### M1 wires

Drawn at 2 px/um. Supply wires on this layer in gray.
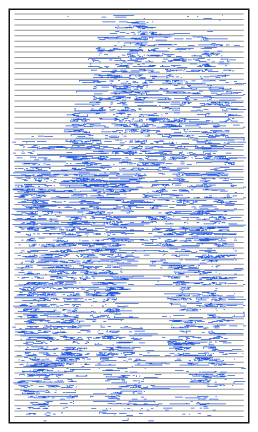
### Signal wires on met2

Drawn at 2 px/um. Cells faint in the background.
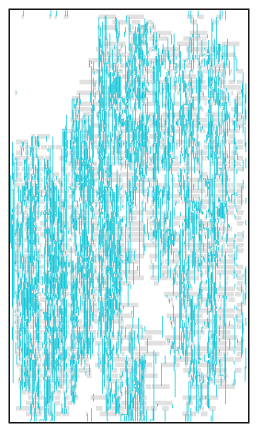
### Met3 routing

Drawn at 2 px/um.
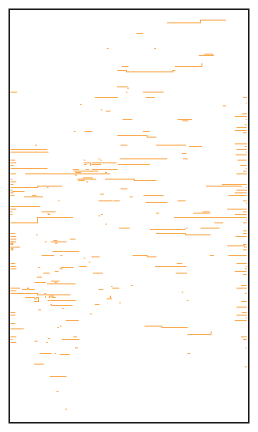
## config.mk

```make
export PLATFORM = sky130hd
export DESIGN_NAME = zoom_gain_ctrl
export DESIGN_NICKNAME = d
export VERILOG_FILES = /design/src/rtl/zoom_gain_ctrl.sv
export SDC_FILE = /design/constraint.sdc
export NUM_CORES = 1
export LEC_CHECK = 0
export ABC_CLOCK_PERIOD_IN_PS = 2980
export CAP_MARGIN = 5
export CORE_AREA = 2 2 117 204
export DETAILED_ROUTE_END_ITERATION = 10
export DIE_AREA = 0 0 119 206
export PLACE_DENSITY = 0.74
export RECOVER_POWER = 100
export SETUP_SLACK_MARGIN = 0.05
export SLEW_MARGIN = 10
export SYNTH_ARGS = -nofsm -noshare
export SYNTH_HDL_FRONTEND = slang
export SYNTH_SLANG_ARGS = --single-unit
```

## constraint.sdc

```tcl
create_clock -name clk -period 2.98 [get_ports clk]
set_input_delay 0.596 -clock clk [delete_from_list [all_inputs] [get_ports clk]]
set_output_delay 0.596 -clock clk [all_outputs]
set_load 0.02 [all_outputs]
```

## src/rtl/zoom_gain_ctrl.sv

```systemverilog
// rtl/zoom_gain_ctrl.sv - frame-synchronous automatic gain controller for the FFT zoom stage
// Optional macro ZOOM_GAIN_SMOOTH_EN: automatic gains are averaged with the committed gain.
module zoom_gain_ctrl #(
   parameter logic [15:0] TARGET_PEAK = 16'd16384,
   parameter logic [31:0] GAIN_MIN    = 32'h0000_1000,
   parameter logic [31:0] GAIN_MAX    = 32'h0100_0000,
   parameter logic [7:0]  ZOOM_MODE   = 8'd4
) (
   input  logic        clk,
   input  logic        rst_n,
   input  logic        i_enable,
   input  logic        i_manual,
   input  logic [31:0] i_manual_gain,
   input  logic [15:0] i_rotate_I_data,
   input  logic [15:0] i_rotate_Q_data,
   input  logic        i_rotate_valid,
   input  logic        i_rotate_last,
   output logic [7:0]  o_mode,
   output logic [31:0] o_zoom_data,
   output logic        o_gain_update,
   output logic        o_busy,
   output logic [15:0] o_peak,
   output logic [15:0] o_frame_cnt
);
   typedef enum logic [2:0] {IDLE, CALC, CLAMP, WAIT_BND, COMMIT} state_t;
   state_t state, state_nxt;

   logic [15:0] acc, mag_i, mag_q, mag, snap;
   logic        in_frame, snap_pend, snap_clr, commit;
   logic [15:0] divisor, rem, rem_nxt;
   logic [16:0] rem_sh;
   logic        q_bit;
   logic [31:0] quo, clamped, pending, commit_val;
   logic [4:0]  cnt;

   function automatic logic [15:0] sat_abs(input logic [15:0] x);
      if (!x[15])
         return x;
      else if (x == 16'h8000)
         return 16'h7fff;
      else
         return ~x + 16'd1;
   endfunction

   assign mag_i = sat_abs(i_rotate_I_data);
   assign mag_q = sat_abs(i_rotate_Q_data);
   assign mag   = (mag_i > mag_q) ? mag_i : mag_q;
   assign snap  = (acc > mag) ? acc : mag;

   always_ff @(posedge clk or negedge rst_n) begin
      if (!rst_n) begin
         acc         <= '0;
         in_frame    <= 1'b0;
         o_peak      <= '0;
         o_frame_cnt <= '0;
      end else if (i_rotate_valid) begin
         if (i_rotate_last) begin
            o_peak      <= snap;
            o_frame_cnt <= o_frame_cnt + 16'd1;
            acc         <= '0;
            in_frame    <= 1'b0;
         end else begin
            acc         <= snap;
            in_frame    <= 1'b1;
         end
      end
   end

   // a new snapshot wins over the FSM's clear so the latest frame is never lost
   always_ff @(posedge clk or negedge rst_n) begin
      if (!rst_n)
         snap_pend <= 1'b0;
      else if (i_rotate_valid && i_rotate_last)
         snap_pend <= 1'b1;
      else if (snap_clr)
         snap_pend <= 1'b0;
   end

   always_ff @(posedge clk or negedge rst_n) begin
      if (!rst_n)
         state <= IDLE;
      else
         state <= state_nxt;
   end

   always_comb begin
      state_nxt = state;
      snap_clr  = 1'b0;
      commit    = 1'b0;
      case (state)
         IDLE: begin
            if (snap_pend) begin
               snap_clr = 1'b1;
               if (i_manual)
                  state_nxt = WAIT_BND;
               else if (o_peak == 16'd0)
                  state_nxt = CLAMP;
               else
                  state_nxt = CALC;
            end
         end
         CALC:     if (cnt == 5'd31) state_nxt = CLAMP;
         CLAMP:    state_nxt = WAIT_BND;
         WAIT_BND: begin
            if ((i_rotate_valid && i_rotate_last) || (!in_frame && !i_rotate_valid)) begin
               commit    = 1'b1;
               state_nxt = COMMIT;
            end
         end
         COMMIT:   state_nxt = IDLE;
         default:  state_nxt = IDLE;
      endcase
   end

   // restoring divide: dividend bits shift out of quo as quotient bits shift in
   assign rem_sh  = {rem, quo[31]};
   assign q_bit   = (rem_sh >= {1'b0, divisor});
   assign rem_nxt = q_bit ? 16'(rem_sh - {1'b0, divisor}) : rem_sh[15:0];
   assign clamped = (quo < GAIN_MIN) ? GAIN_MIN : ((quo > GAIN_MAX) ? GAIN_MAX : quo);

`ifdef ZOOM_GAIN_SMOOTH_EN
   logic        pend_manual;
   logic [32:0] gain_sum;

   always_ff @(posedge clk or negedge rst_n) begin
      if (!rst_n)
         pend_manual <= 1'b0;
      else if (state == IDLE && snap_pend)
         pend_manual <= i_manual;
   end

   assign gain_sum   = {1'b0, o_zoom_data} + {1'b0, pending};
   assign commit_val = pend_manual ? pending : 32'(gain_sum >> 1);
`else
   assign commit_val = pending;
`endif

   always_ff @(posedge clk or negedge rst_n) begin
      if (!rst_n) begin
         divisor       <= '0;
         rem           <= '0;
         quo           <= '0;
         cnt           <= '0;
         pending       <= '0;
         o_zoom_data   <= 32'h0001_0000;
         o_gain_update <= 1'b0;
         o_mode        <= '0;
      end else begin
         o_mode        <= i_enable ? ZOOM_MODE : 8'd0;
         o_gain_update <= commit;
         case (state)
            IDLE: begin
               if (snap_pend) begin
                  divisor <= o_peak;
                  rem     <= '0;
                  cnt     <= '0;
                  quo     <= (o_peak == 16'd0) ? GAIN_MAX : {TARGET_PEAK, 16'h0000};
                  if (i_manual)
                     pending <= i_manual_gain;
               end
            end
            CALC: begin
               rem <= rem_nxt;
               quo <= {quo[30:0], q_bit};
               cnt <= cnt + 5'd1;
            end
            CLAMP:    pending <= clamped;
            WAIT_BND: if (commit) o_zoom_data <= commit_val;
            default:  ;
         endcase
      end
   end

   assign o_busy = (state != IDLE);

endmodule

```

==> run summary <==
OpenROAD warning count: 29
Mapped Area: 0.01056 mm^2
buffering overhead: 0.1905
Hold Path Depth: 2
yosys cell count: 1201
CP top delay family: simple AND/OR/NAND/NOR gates
Flops after synth: 188
# clk buffers: 27
first-pass GRT wire length: 49490 um
most used logic cell in the final layout: nand2_1
Critical Path RT: 3300 ps
drt pass-1 iters: 4
Post-synth top cells: 298 x nand2_1, 187 x dfrtp_1, 83 x o21ai_0
Setup crit end: o_peak[1]
setup TNS: -75010 ps
Max-Cap Viols: 2
GRT Max-Usage Layer: met2
period utilisation layout: 1.826
CP Capture Type: register
Via-to-Cell Ratio: 5.460
VDD IR-drop max: 0.0005171 V
TritonCTS clock tree: yes
clk latency late pin: 440 ps
Gate Area: 0.005962 mm^2
Post-CTS Resized: 120
leakage dissipation: 7.077 nW
core area: 0.02305 mm^2
Top Layout Cells: 285 x nand2_1, 187 x dfrtp_1, 164 x buf_4, 75 x o21ai_0, 70 x dlygate4sd3_1
total power: 12.81 mW
Cell Count, Final, Fillers Out: 1804
met3 WL post-DR: 1259 um
Initial Util: 0.4578
inverter count: 58
final setup skew: 9.503 ps
Comb/total area: 0.4068
violated checks: max-capacitance violations, max-slew violations, negative setup slack
dominant kind of combinational cell: simple AND/OR/NAND/NOR gates
# rows: 74
design area: 0.01466 mm^2
clock sink count: 188
Die W: 119 um
Pwr Density: 873.9 mW/mm^2
Non-clk bufs: 322
reg-to-reg startpoint: divisor[1]
Crit Path Class: input port to register
worst-margin pin slew: 1754 ps
Synth top cell by count: nand2_1
post-CTS setup buffer count: 38
synth-to-layout area growth: 38.86%
DRC viols: 0
largest net degree at the start of global routing: 71
Detail Placement HPWL: 22050 um
dominant class by area: logic gates
xor+xnor area frac: 0.03651
tapcell count: 304
Mux area share: 0.03687
FF-to-FF path depth: 12
DIE AREA: 0.02451 mm^2
slowest CP cell: or4_4
Post-synth EDFFs: 0
CP peak stage delay: 520 ps
terminus of the critical flop-to-flop path: rem[2]
crit path buf inv count: 3
Critical Path Source: i_rotate_I_data[0]
seq pwr: 4.23 mW
sequential area share after synthesis: 0.4458
Top pwr grp: combinational logic
combinational fraction of design power: 0.495
Die Height: 206 um
Crit Path Max Fanout: 8
Yosys chip area: 0.01056 mm^2
aoi share: 0.1476
Worst R2R Setup Slack: 130 ps
met1 wire length: 10890 um
CTS root buffer: clkbuf_16
ANT nets after route: 0
hold_buf cts: 0
placed cells: 1726
clk tree area frac: 0.03953
Port-buffer cells: 136
# fillers: 1843
critical path launch point type: input port
CTS Buf Count: 17
antenna diode count: 1
Worst-path clk slew: 60 ps
GR Overflow Total: 0
utilization after layout: 0.6357
GR Util All Layers: 0.2560
cell count after synthesis: 1201
final worst slack: -2460 ps
biggest area consumer among synthesized cells: dfrtp_1
Switch Pwr: 5.277 mW
Setup-failing EPs final: 32
Max-area cell share: 0.4433
Hold/Removal Path Class: register to register
pre-CTS setup slack: -3420 ps
Fin Hold WS: 463.2 ps
#MultiIn Comb: 899
vias in the first global route: 10194
met2 wire len: 16590 um
DR iter-0 viols: 583
RD Place Congestion: 0.9412
status: finished, violations left
sw frac: 0.4120
Sequential Area: 0.004706 mm^2
FF+latch count: 188
Pins Over Slew Limit: 121
## Picture notes: 'M1 wires'
share of all routed wire: 36%
longest straight run: 40.2 um
nets with wire on the layer: 1439
main direction: horizontal
wire length on this layer: 10900 um
met1 usage: 0.2515
WL final: 30550 um
vias: 9849

## Picture notes: 'Signal wires on met2'
share of all routed wire: 54%
nets with wire on the layer: 1358
wire length on this layer: 16600 um
longest straight run: 66.3 um
main direction: vertical
met2 Usage GRT: 0.4881

## Picture notes: 'Met3 routing'
nets with wire on the layer: 181
longest straight run: 42.3 um
share of all routed wire: 4.1%
wire length on this layer: 1260 um
M3 GR Usage: 0.04829

Power is estimated from default activity; no workload was simulated.
